**Run 1: wires at chosen ports, followed through buffers**

Scale: 3 px per um.
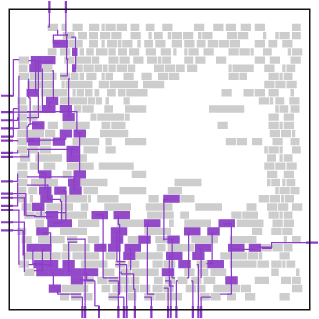
**Run 1: wiring by layer**

Scale: 4 px per um. Two of the layers only.
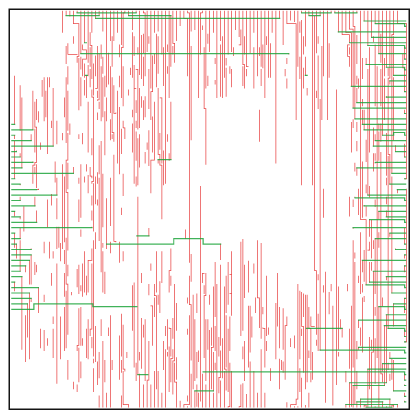
**Run 1: pin map**

Scale: 4 px per um. Pins as bars across the die edge, other pins in grey.
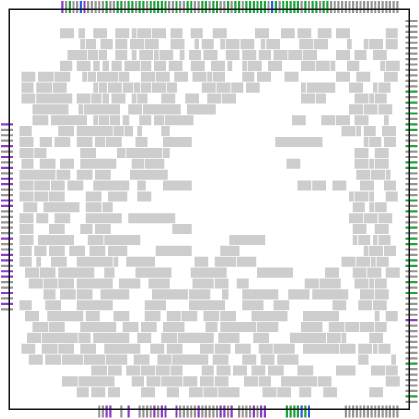
**Run 1: cell outlines without signal wires**

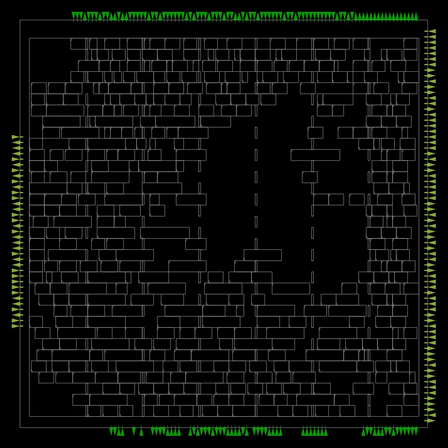
===== config.mk =====
export PLATFORM = sky130hd
export DESIGN_NAME = ml_ahb_mst_req_flat
export DESIGN_NICKNAME = d
export VERILOG_FILES = /design/src/rtl/ml_ahb_mst_req_if.sv /design/src/rtl/ml_ahb_mst_req.sv /design/src/flat_wrapper.sv
export SDC_FILE = /design/constraint.sdc
export NUM_CORES = 1
export LEC_CHECK = 0
export CAP_MARGIN = 20
export CORE_MARGIN = 2
export CORE_UTILIZATION = 33
export CTS_BUF_LIST = sky130_fd_sc_hd__clkbuf_8
export DETAILED_ROUTE_END_ITERATION = 7
export PLACE_DENSITY = 0.91
export SLEW_MARGIN = 0
export SYNTH_ARGS = -nofsm -noshare
export SYNTH_HDL_FRONTEND = slang
export SYNTH_SLANG_ARGS = --single-unit

===== constraint.sdc =====
create_clock -name hclk -period 2.2 [get_ports hclk]
set_clock_uncertainty 0.05 [all_clocks]
set_input_delay 0.44 -clock hclk [delete_from_list [all_inputs] [get_ports hclk]]
set_output_delay 0.44 -clock hclk [all_outputs]
set_load 0.02 [all_outputs]

===== src/rtl/ml_ahb_mst_req_if.sv =====
// Signal bundle between one AHB master, its request block and the per-port arbiters/slaves.
// The master modport is the request block's view; slave is the view of the surrounding fabric.
interface ml_ahb_mst_req_if #(
    parameter int unsigned NB_SLAVE_PORT = 2
);
    logic [1:0]                  m_htrans;
    logic [31:0]                 m_haddr;
    logic                        m_hwrite;
    logic [2:0]                  m_hsize;
    logic [2:0]                  m_hburst;
    logic [31:0]                 m_hwdata;
    logic                        m_hready;
    logic [31:0]                 m_hrdata;
    logic [1:0]                  m_hresp;

    logic [NB_SLAVE_PORT-1:0]    mx_sel;
    logic                        mx_htrans0;
    logic [1:0]                  s_htrans;
    logic [31:0]                 s_haddr;
    logic                        s_hwrite;
    logic [2:0]                  s_hsize;
    logic [2:0]                  s_hburst;
    logic [31:0]                 s_hwdata;
    logic [NB_SLAVE_PORT-1:0]    mx_arb_grant;
    logic [NB_SLAVE_PORT-1:0]    s_hready;
    logic [32*NB_SLAVE_PORT-1:0] s_hrdata;
    logic [2*NB_SLAVE_PORT-1:0]  s_hresp;

    modport master (
        input  m_htrans, m_haddr, m_hwrite, m_hsize, m_hburst, m_hwdata,
        output m_hready, m_hrdata, m_hresp,
        output mx_sel, mx_htrans0, s_htrans, s_haddr, s_hwrite, s_hsize, s_hburst, s_hwdata,
        input  mx_arb_grant, s_hready, s_hrdata, s_hresp
    );

    modport slave (
        output m_htrans, m_haddr, m_hwrite, m_hsize, m_hburst, m_hwdata,
        input  m_hready, m_hrdata, m_hresp,
        input  mx_sel, mx_htrans0, s_htrans, s_haddr, s_hwrite, s_hsize, s_hburst, s_hwdata,
        output mx_arb_grant, s_hready, s_hrdata, s_hresp
    );
endinterface


===== src/rtl/ml_ahb_mst_req.sv =====
// Master-side request stage of an AHB matrix: decodes the target port, holds an address
// that the port cannot take yet, and steers the selected port's data-phase response back.
module ml_ahb_mst_req #(
    parameter int unsigned NB_SLAVE_PORT = 2,
    parameter int unsigned DECODE_BIT    = 28
) (
    input logic              hclk,
    input logic              reset,
    ml_ahb_mst_req_if.master bus
);
    localparam logic [1:0] HTRANS_IDLE = 2'b00;
    localparam logic [1:0] HTRANS_NSEQ = 2'b10;
    localparam logic [1:0] HRESP_OKAY  = 2'b00;

    typedef enum logic {PASS, HOLD} state_t;
    state_t state_q, state_d;

    logic [31:0] hold_addr;
    logic        hold_write;
    logic [2:0]  hold_size;
    logic [2:0]  hold_burst;
    logic        dp_valid;
    logic        dp_port;

    logic [1:0]  out_trans;
    logic [31:0] out_addr;
    logic        out_write;
    logic [2:0]  out_size;
    logic [2:0]  out_burst;
    logic        out_port;
    logic        port_go;
    logic        m_ready;
    logic        accept;
    logic        capture;
    logic        issue;
    logic        dp_done;
    logic [31:0] dp_rdata;
    logic [1:0]  dp_resp;

    always_ff @(posedge hclk or posedge reset) begin
        if (reset) state_q <= PASS;
        else       state_q <= state_d;
    end

    // Response mux for the port that owns the current data phase.
    always_comb begin
        dp_rdata = '0;
        dp_resp  = HRESP_OKAY;
        for (int unsigned p = 0; p < NB_SLAVE_PORT; p++) begin
            if (32'(dp_port) == p) begin
                dp_rdata = bus.s_hrdata[p*32 +: 32];
                dp_resp  = bus.s_hresp[p*2 +: 2];
            end
        end
    end

    always_comb begin
        state_d      = state_q;
        out_trans    = bus.m_htrans;
        out_addr     = bus.m_haddr;
        out_write    = bus.m_hwrite;
        out_size     = bus.m_hsize;
        out_burst    = bus.m_hburst;
        m_ready      = 1'b1;
        bus.m_hresp  = HRESP_OKAY;
        bus.m_hrdata = '0;
        accept       = 1'b0;
        capture      = 1'b0;
        issue        = 1'b0;
        dp_done      = 1'b0;

        if (state_q == HOLD) begin
            out_trans = HTRANS_NSEQ;
            out_addr  = hold_addr;
            out_write = hold_write;
            out_size  = hold_size;
            out_burst = hold_burst;
        end
        out_port = out_addr[DECODE_BIT];
        port_go  = bus.mx_arb_grant[out_port] && bus.s_hready[out_port];

        case (state_q)
            PASS: begin
                if (dp_valid) begin
                    m_ready      = bus.s_hready[dp_port];
                    bus.m_hresp  = dp_resp;
                    bus.m_hrdata = dp_rdata;
                end
                accept  = m_ready && bus.m_htrans[1];
                issue   = accept && port_go;
                capture = accept && !port_go;
                dp_done = !accept && dp_valid && bus.s_hready[dp_port];
                if (capture) state_d = HOLD;
            end
            HOLD: begin
                m_ready = 1'b0;
                issue   = port_go;
                if (port_go) state_d = PASS;
            end
            default: state_d = PASS;
        endcase
        bus.m_hready = m_ready;
    end

    // BUSY counts as active so the arbiter keeps the burst lock on the same port.
    always_comb begin
        bus.mx_sel = '0;
        for (int unsigned p = 0; p < NB_SLAVE_PORT; p++)
            bus.mx_sel[p] = (out_trans != HTRANS_IDLE) && (32'(out_port) == p);
    end

    assign bus.mx_htrans0 = out_trans[0];
    assign bus.s_htrans   = out_trans;
    assign bus.s_haddr    = out_addr;
    assign bus.s_hwrite   = out_write;
    assign bus.s_hsize    = out_size;
    assign bus.s_hburst   = out_burst;
    assign bus.s_hwdata   = bus.m_hwdata;

    always_ff @(posedge hclk or posedge reset) begin
        if (reset) begin
            hold_addr  <= '0;
            hold_write <= 1'b0;
            hold_size  <= '0;
            hold_burst <= '0;
            dp_valid   <= 1'b0;
            dp_port    <= 1'b0;
        end else begin
            if (capture) begin
                hold_addr  <= bus.m_haddr;
                hold_write <= bus.m_hwrite;
                hold_size  <= bus.m_hsize;
                hold_burst <= bus.m_hburst;
                dp_valid   <= 1'b0;
            end
            if (issue) begin
                dp_valid <= 1'b1;
                dp_port  <= out_port;
            end else if (dp_done) begin
                dp_valid <= 1'b0;
            end
        end
    end
endmodule


===== src/flat_wrapper.sv =====
// flat-port wrapper written by rule: the top's interface ports become plain ports
module ml_ahb_mst_req_flat 
#(
    parameter int unsigned NB_SLAVE_PORT = 2,
    parameter int unsigned DECODE_BIT    = 28
)
  (hclk, reset, bus_m_htrans, bus_m_haddr, bus_m_hwrite, bus_m_hsize, bus_m_hburst, bus_m_hwdata, bus_m_hready, bus_m_hrdata, bus_m_hresp, bus_mx_sel, bus_mx_htrans0, bus_s_htrans, bus_s_haddr, bus_s_hwrite, bus_s_hsize, bus_s_hburst, bus_s_hwdata, bus_mx_arb_grant, bus_s_hready, bus_s_hrdata, bus_s_hresp);
  ml_ahb_mst_req_if #(.NB_SLAVE_PORT(NB_SLAVE_PORT)) bus_i ();
  input logic hclk;
  input logic reset;
  input wire logic [$bits(bus_i.m_htrans)-1:0] bus_m_htrans;
  input wire logic [$bits(bus_i.m_haddr)-1:0] bus_m_haddr;
  input wire logic [$bits(bus_i.m_hwrite)-1:0] bus_m_hwrite;
  input wire logic [$bits(bus_i.m_hsize)-1:0] bus_m_hsize;
  input wire logic [$bits(bus_i.m_hburst)-1:0] bus_m_hburst;
  input wire logic [$bits(bus_i.m_hwdata)-1:0] bus_m_hwdata;
  output wire logic [$bits(bus_i.m_hready)-1:0] bus_m_hready;
  output wire logic [$bits(bus_i.m_hrdata)-1:0] bus_m_hrdata;
  output wire logic [$bits(bus_i.m_hresp)-1:0] bus_m_hresp;
  output wire logic [$bits(bus_i.mx_sel)-1:0] bus_mx_sel;
  output wire logic [$bits(bus_i.mx_htrans0)-1:0] bus_mx_htrans0;
  output wire logic [$bits(bus_i.s_htrans)-1:0] bus_s_htrans;
  output wire logic [$bits(bus_i.s_haddr)-1:0] bus_s_haddr;
  output wire logic [$bits(bus_i.s_hwrite)-1:0] bus_s_hwrite;
  output wire logic [$bits(bus_i.s_hsize)-1:0] bus_s_hsize;
  output wire logic [$bits(bus_i.s_hburst)-1:0] bus_s_hburst;
  output wire logic [$bits(bus_i.s_hwdata)-1:0] bus_s_hwdata;
  input wire logic [$bits(bus_i.mx_arb_grant)-1:0] bus_mx_arb_grant;
  input wire logic [$bits(bus_i.s_hready)-1:0] bus_s_hready;
  input wire logic [$bits(bus_i.s_hrdata)-1:0] bus_s_hrdata;
  input wire logic [$bits(bus_i.s_hresp)-1:0] bus_s_hresp;
  assign bus_i.m_htrans = bus_m_htrans;
  assign bus_i.m_haddr = bus_m_haddr;
  assign bus_i.m_hwrite = bus_m_hwrite;
  assign bus_i.m_hsize = bus_m_hsize;
  assign bus_i.m_hburst = bus_m_hburst;
  assign bus_i.m_hwdata = bus_m_hwdata;
  assign bus_m_hready = bus_i.m_hready;
  assign bus_m_hrdata = bus_i.m_hrdata;
  assign bus_m_hresp = bus_i.m_hresp;
  assign bus_mx_sel = bus_i.mx_sel;
  assign bus_mx_htrans0 = bus_i.mx_htrans0;
  assign bus_s_htrans = bus_i.s_htrans;
  assign bus_s_haddr = bus_i.s_haddr;
  assign bus_s_hwrite = bus_i.s_hwrite;
  assign bus_s_hsize = bus_i.s_hsize;
  assign bus_s_hburst = bus_i.s_hburst;
  assign bus_s_hwdata = bus_i.s_hwdata;
  assign bus_i.mx_arb_grant = bus_mx_arb_grant;
  assign bus_i.s_hready = bus_s_hready;
  assign bus_i.s_hrdata = bus_s_hrdata;
  assign bus_i.s_hresp = bus_s_hresp;
  ml_ahb_mst_req #(.NB_SLAVE_PORT(NB_SLAVE_PORT), .DECODE_BIT(DECODE_BIT)) u_core (.hclk(hclk), .reset(reset), .bus(bus_i));
endmodule

==> out/results.ini, run 1 <==
[status]
result_of_the_run = finished, final reports clean

[power]
portion_of_total_power_attributed_to_sequential_cells_pct = 26.3
switching_share_pct = 39.16
largestPowerGroup = combinational cells
power.internal_uw = 3203
comb_power_share_pct = 64.3
design_power_total_uw = 5265
comb_power_uw = 3390
ir_drop_mv = 0.7461
p_clk_uw = 491
cellPowerDensity_mw_per_mm2 = 1042

[clock_tree]
postCtsHoldBufs = 0
clk_pin_slew_ns = 0.09
clock_sinks = 42

[worst_setup_path]
cp_num_cells = 3
critical_path.cell_chain = bufbuf_16 > mux2_2 > dlygate4sd2_1
worst_r2r_path_depth = 7
rr_startpoint = u_core.state_q
worst-path-buf-inv = 2
crit_start = u_core.state_q
critical_path_sink_type = output port
timing.critical_path.fanout_max = 22
timing.critical_path.max_delay_family = buffers and inverters
worstSetupStartpointType = register
timing.critical_path.required_ns = 1.71
setup.worst_path.class = reg -> out
r2r_end = u_core.hold_burst[2]

[sta]
finalWorstSetupSlack_ns = 0.02458
finalSetupTns_ns = 0
timing.final.setup_violations = 0
period_needed_ns = 2.175
timing.final.hold_violations = 0
final.period_utilization_pct = 98.88
rsz0062_at_grt = yes

[cells_and_area]
post-route-cell-area_mm2 = 0.005051
top_register = u_core.hold_addr
area_growth_syn_to_layout_pct = 67.30
ff_latch_area_mm2 = 0.001054
flip_flop_count_of_the_largest_register_all_copies_and_words_added = 32
layout_top_registers = u_core.hold_addr x32, u_core.hold_burst x3, u_core.hold_size x3
final_nets = 587

[drt]
detail_route.wl_per_cell_um = 19.92
finalWirelength_mm = 10.98
via_per_inst = 4.806
met2WireLength_mm = 6.020
routed-via-count = 2648
drt_drc_violations_left = 0
antenna_violating_nets_post_route = 0
metal1_wirelength_mm = 3.910

[place]
place_inst = 537
post_place_setup_slack_ns = -0.2047
place_congestion = 0.7860

[logic_synthesis]
post_synth_num_cell_types = 28
enable_flop_cells = 0
post_synthesis_cell_count = 267
synth-area-yosys_mm2 = 0.003019
most_common_cell = sky130_fd_sc_hd__mux2_2
total_cells_reported_by_yosys_after_synthesis = 267
post_synth_main_area_contributors = sky130_fd_sc_hd__dfrtp_1, sky130_fd_sc_hd__mux2_2, sky130_fd_sc_hd__mux2i_1, sky130_fd_sc_hd__mux2_4, sky130_fd_sc_hd__buf_4
yosys_most_used_dff = sky130_fd_sc_hd__dfrtp_1
syn_area_mm2 = 0.003019
synthDominantCellAreaShare_pct = 34.81
synth_flop_count = 42
synth.net_count = 414
synth_area_leader = sky130_fd_sc_hd__dfrtp_1

[floorplan]
initial_core_util_pct = 34.29
ios = 258

[global_route]
grt_max_degree = 35
antenna_violations_before_repair = 3
grt.total_usage_pct = 21.03
globalRoute.totalOverflow = 0
number_of_global_route_vias_before_repair = 2936

[run]
maximum_capacitance_violations = 0
stage_log_warnings = 28

Notes on 'wires at chosen ports, followed through buffers' above:
port	colour	direction	edge	end cells	buffers	wire
bus_m_haddr	purple	input	15 left, 14 bottom, 2 top, 1 right	65	33	982 um

Notes on 'wiring by layer' above:
layer	colour	wire length
met2	red	6,020 um
met3	green	942 um

Notes on 'pin map' above:
port	colour	pins	direction	edge
bus_m_haddr	purple	32	input	15 left, 14 bottom, 2 top, 1 right
bus_s_hrdata	green	64	input	40 top, 19 right, 5 bottom
bus_s_hresp	blue	4	input	2 bottom, 2 top
all pins by edge	92 top, 71 right, 60 bottom, 35 left

Notes on 'cell outlines without signal wires' above:
non-filler instance count after layout: 551
std cell rows: 34
share of the core filled with cells: 57.36%
flop share of the area: 20.86%
number of filler cells placed in the layout: 777

## run 1: timing repair
item | 4_1_cts | 5_1_grt
hold endpoints to repair | 0 | 0
setup buffers | 2 | 0
gates resized | 77 | 20
cloned | 2 | 0
setup endpoints to repair | 75 | 34
## run 1: kinds of logic (layout without fill, tap and decap cells)
logic type      count (synthesis)  after routing  synth area share (%)
compound gates                 11             11                 2.570
buf+inv                        52            226                 12.27
flops                          42             42                 34.81
mux                           113            113                 43.39
other cells                     0              2                     0
simple gates                   49             49                 6.962
## run 1: cells in the final DEF (no fill, tap or decap), types with 4 or more instances in the layout
| master | netlist | routed |
|---|---|---|
| sky130_fd_sc_hd__clkbuf_8 | 0 | 5 |
| sky130_fd_sc_hd__dlygate4sd2_1 | 0 | 57 |
| sky130_fd_sc_hd__clkdlybuf4s15_1 | 0 | 17 |
| sky130_fd_sc_hd__dfrtp_1 | 42 | 40 |
| sky130_fd_sc_hd__a21oi_1 | 4 | 4 |
| sky130_fd_sc_hd__buf_12 | 2 | 7 |
| sky130_fd_sc_hd__mux2i_1 | 35 | 33 |
| sky130_fd_sc_hd__nor2_1 | 38 | 37 |
| sky130_fd_sc_hd__buf_4 | 35 | 18 |
| sky130_fd_sc_hd__mux2_2 | 56 | 56 |
| sky130_fd_sc_hd__mux2_4 | 21 | 21 |
| sky130_fd_sc_hd__clkdlybuf4s50_1 | 0 | 114 |
## run 1: final cells by class
cell class              count  area share (%)
multi-input cells         173           31.83
flip-flops and latches     42           20.86
well taps                 108           2.675
inverters                   2          0.1486
clock inverters             3          0.3468
clock buffers               5           1.362
repair buffers            216           42.68
diodes                      2         0.09908
## run 1: routing by layer
metal / vias up / GRT usage, %
met3: 8 / 7.660
met5: - / 0
met4: 2 / 4.215
li1: 1241 / -
met2: 145 / 40.18
met1: 1252 / 22.00
==> inputs of run 2 (changes only) <==
CAP_MARGIN = 0   (was 20)
**Run 2: wiring by layer**

Scale: 4 px per um. Two of the layers only.
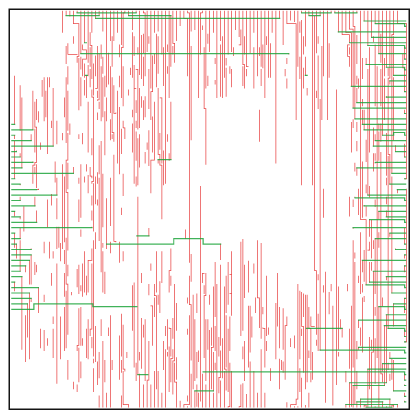
layer	colour	wire length
met2	red	6,020 um
met3	green	942 um

**Run 2: drive-strength map**

Scale: 4 px per um.
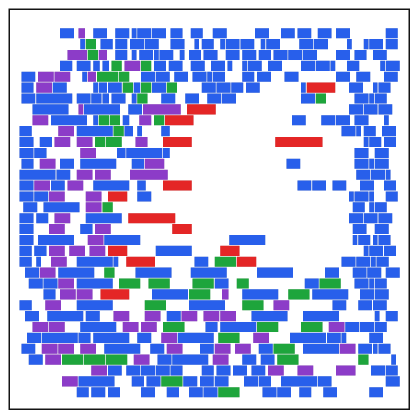
size	colour	cells	share
drive 3 to 4	green	41	9.3%
drive 2	purple	69	16%
drive 1 or less	blue	317	72%
drive 6 and up	red	14	3.2%

**Run 2: cell outlines without signal wires**

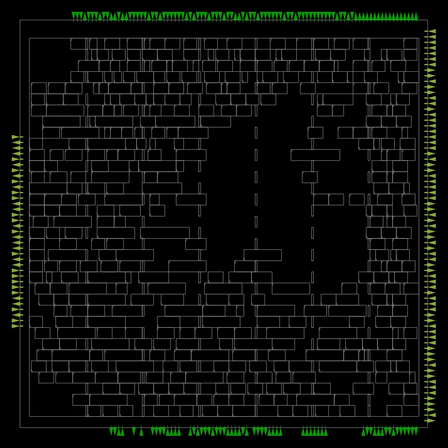
area of the placeable core: 0.008806 mm^2
tap cells: 108
Flops: 42

==> run 2 against run 1 <==
Compared with the run above:
- non-clock buffer count did not move
- total power did not move
- maximum frequency did not move
- die size did not move
- register-to-register slack barely moved
- via count did not move
- worst hold slack did not move
- clock power barely moved
- global-route usage did not move
- critical path type unchanged
==> out/results.ini, run 2 <==
[status]
result_of_the_run = finished, final reports clean

[sta]
timing.final.hold_violations = 0
period_needed_ns = 2.175
maximum_clock_rate_ghz = 0.4597
timing.final.setup_violations = 0
rsz0062_at_grt = yes
finalSetupTns_ns = 0
final.period_utilization_pct = 98.88

[logic_synthesis]
synth_async_sr_flop_share_pct = 100.0
synth.net_count = 414
synthDominantCellAreaShare_pct = 34.81
yosys_most_used_dff = sky130_fd_sc_hd__dfrtp_1
synth_flop_count = 42
most_common_cell = sky130_fd_sc_hd__mux2_2
post_synthesis_cell_count = 267
post_synth_num_cell_types = 28
synth.cells.most_frequent = sky130_fd_sc_hd__mux2_2, sky130_fd_sc_hd__dfrtp_1, sky130_fd_sc_hd__nor2_1, sky130_fd_sc_hd__buf_4, sky130_fd_sc_hd__mux2i_1
synth-area-yosys_mm2 = 0.003019
post_synth_main_area_contributors = sky130_fd_sc_hd__dfrtp_1, sky130_fd_sc_hd__mux2_2, sky130_fd_sc_hd__mux2i_1, sky130_fd_sc_hd__mux2_4, sky130_fd_sc_hd__buf_4
postSynthAreaPerCell_um2 = 11.31
synth_area_leader = sky130_fd_sc_hd__dfrtp_1
enable_flop_cells = 0
total_cells_reported_by_yosys_after_synthesis = 267
syn_area_mm2 = 0.003019

[drt]
antenna_violating_nets_post_route = 0
dr.first_iter.drc_count = 49
met2WireLength_mm = 6.020
drt_drc_violations_left = 0
metal1_wirelength_mm = 3.910
detail_route.wl_per_cell_um = 19.92
finalWirelength_mm = 10.98
via_per_inst = 4.806
routed-via-count = 2648

[power]
ir_drop_mv = 0.7461
design_power_total_uw = 5265

[worst_setup_path]
timing.critical_path.max_delay_family = buffers and inverters
worst_r2r_path_depth = 7
setup.worst_path.class = reg -> out
timing.critical_path.fanout_max = 22
critical_path.cell_chain = bufbuf_16 > mux2_2 > dlygate4sd2_1
worst-path-buf-inv = 2
timing.critical_path.required_ns = 1.71
capturing_instance_or_port_of_the_critical_path = bus_s_haddr[0]
critical_path_sink_type = output port
rr_startpoint = u_core.state_q
worstSetupStartpointType = register
r2r_end = u_core.hold_burst[2]
crit_start = u_core.state_q
cp_num_cells = 3

[cells_and_area]
mostFrequentLayoutCells = sky130_fd_sc_hd__clkdlybuf4s50_1, sky130_fd_sc_hd__dlygate4sd2_1, sky130_fd_sc_hd__mux2_2, sky130_fd_sc_hd__dfrtp_1, sky130_fd_sc_hd__nor2_1
final_nets = 587
finalCoreUtilization_pct = 57.36
top_register = u_core.hold_addr
flip_flop_count_of_the_largest_register_all_copies_and_words_added = 32
area_growth_syn_to_layout_pct = 67.30
layout_top_cell_excl_fill_tap = sky130_fd_sc_hd__clkdlybuf4s50_1
final-instance-count-excl-fill = 551
layout_top_registers = u_core.hold_addr x32, u_core.hold_burst x3, u_core.hold_size x3

[global_route]
globalRoute.totalOverflow = 0
antenna_violations_before_repair = 3
grt_max_degree = 35
number_of_global_route_vias_before_repair = 2936
grt.total_usage_pct = 21.03

[place]
place_inst = 537
place_congestion = 0.7860
port_buffers = 193

[clock_tree]
clock_sinks = 42
clk_pin_slew_ns = 0.09

[floorplan]
initial_core_util_pct = 34.29
ios = 258
row_count = 34

[run]
stage_log_warnings = 28
maximum_capacitance_violations = 0

-- run 2: cells by family after synthesis --
| kind of cell | share of synthesized area [%] |
|---|---|
| mux | 43.39 |
| buf+inv | 12.27 |
| simple gates | 6.962 |
| flops | 34.81 |
| compound gates | 2.570 |
-- run 2: final cells by class --
cell class | count | area [um^2]
Fill cell | 777 | 3755
Timing Repair Buffer | 216 | 2156
Multi-Input combinational cell | 173 | 1608
Sequential cell | 42 | 1054
Tap cell | 108 | 135.1
Clock buffer | 5 | 68.82
Clock inverter | 3 | 17.52
Inverter | 2 | 7.507
Antenna cell | 2 | 5.005
-- run 2: worst min path at each step --
stage / from / to / slack, ns / cells past startpoint
finish: reset / u_core.hold_size[2] / 0.40 / 2
global route: reset / u_core.hold_size[2] / 0.47 / 2
CTS: reset / u_core.hold_addr[3] / 0.41 / 2
detailed placement: u_core.hold_addr[23] / u_core.hold_addr[23] / 0.44 / 1
global placement: u_core.hold_addr[4] / u_core.hold_addr[4] / 0.43 / 1
floorplan: u_core.hold_addr[1] / u_core.hold_addr[1] / 0.42 / 1
-- run 2: layer usage --
metal	up-vias	global-route usage, %
li1	1241	-
met1	1252	22.00
met2	145	40.18
met3	8	7.660
met4	2	4.215
met5	-	0
-- run 2: what timing repair did --
action | CTS | global route
cloned | 2 | 0
hold buffers | 0 | 0
endpoints found under the setup margin | 75 | 34
setup buffers | 2 | 0
resized | 77 | 20
-- run 2: where the power goes --
part	internal (uW)	leakage (uW)	switching, uW
Clock	220	0.0000493	272
Sequential	1160	0.000497	232
Combinational	1830	0.00174	1560
Total	3200	0.00229	2060
-- run 2: stage by stage --
step	area, um^2	setup slack, ns
floorplan	3019	0.2978
global placement	4946	-0.1528
detailed placement	4946	-0.2047
CTS	5025	0.01625
global route	5046	-0.03460
finish	5051	0.02458
Power figures rest on the tool's default switching activity, not on a simulated workload.
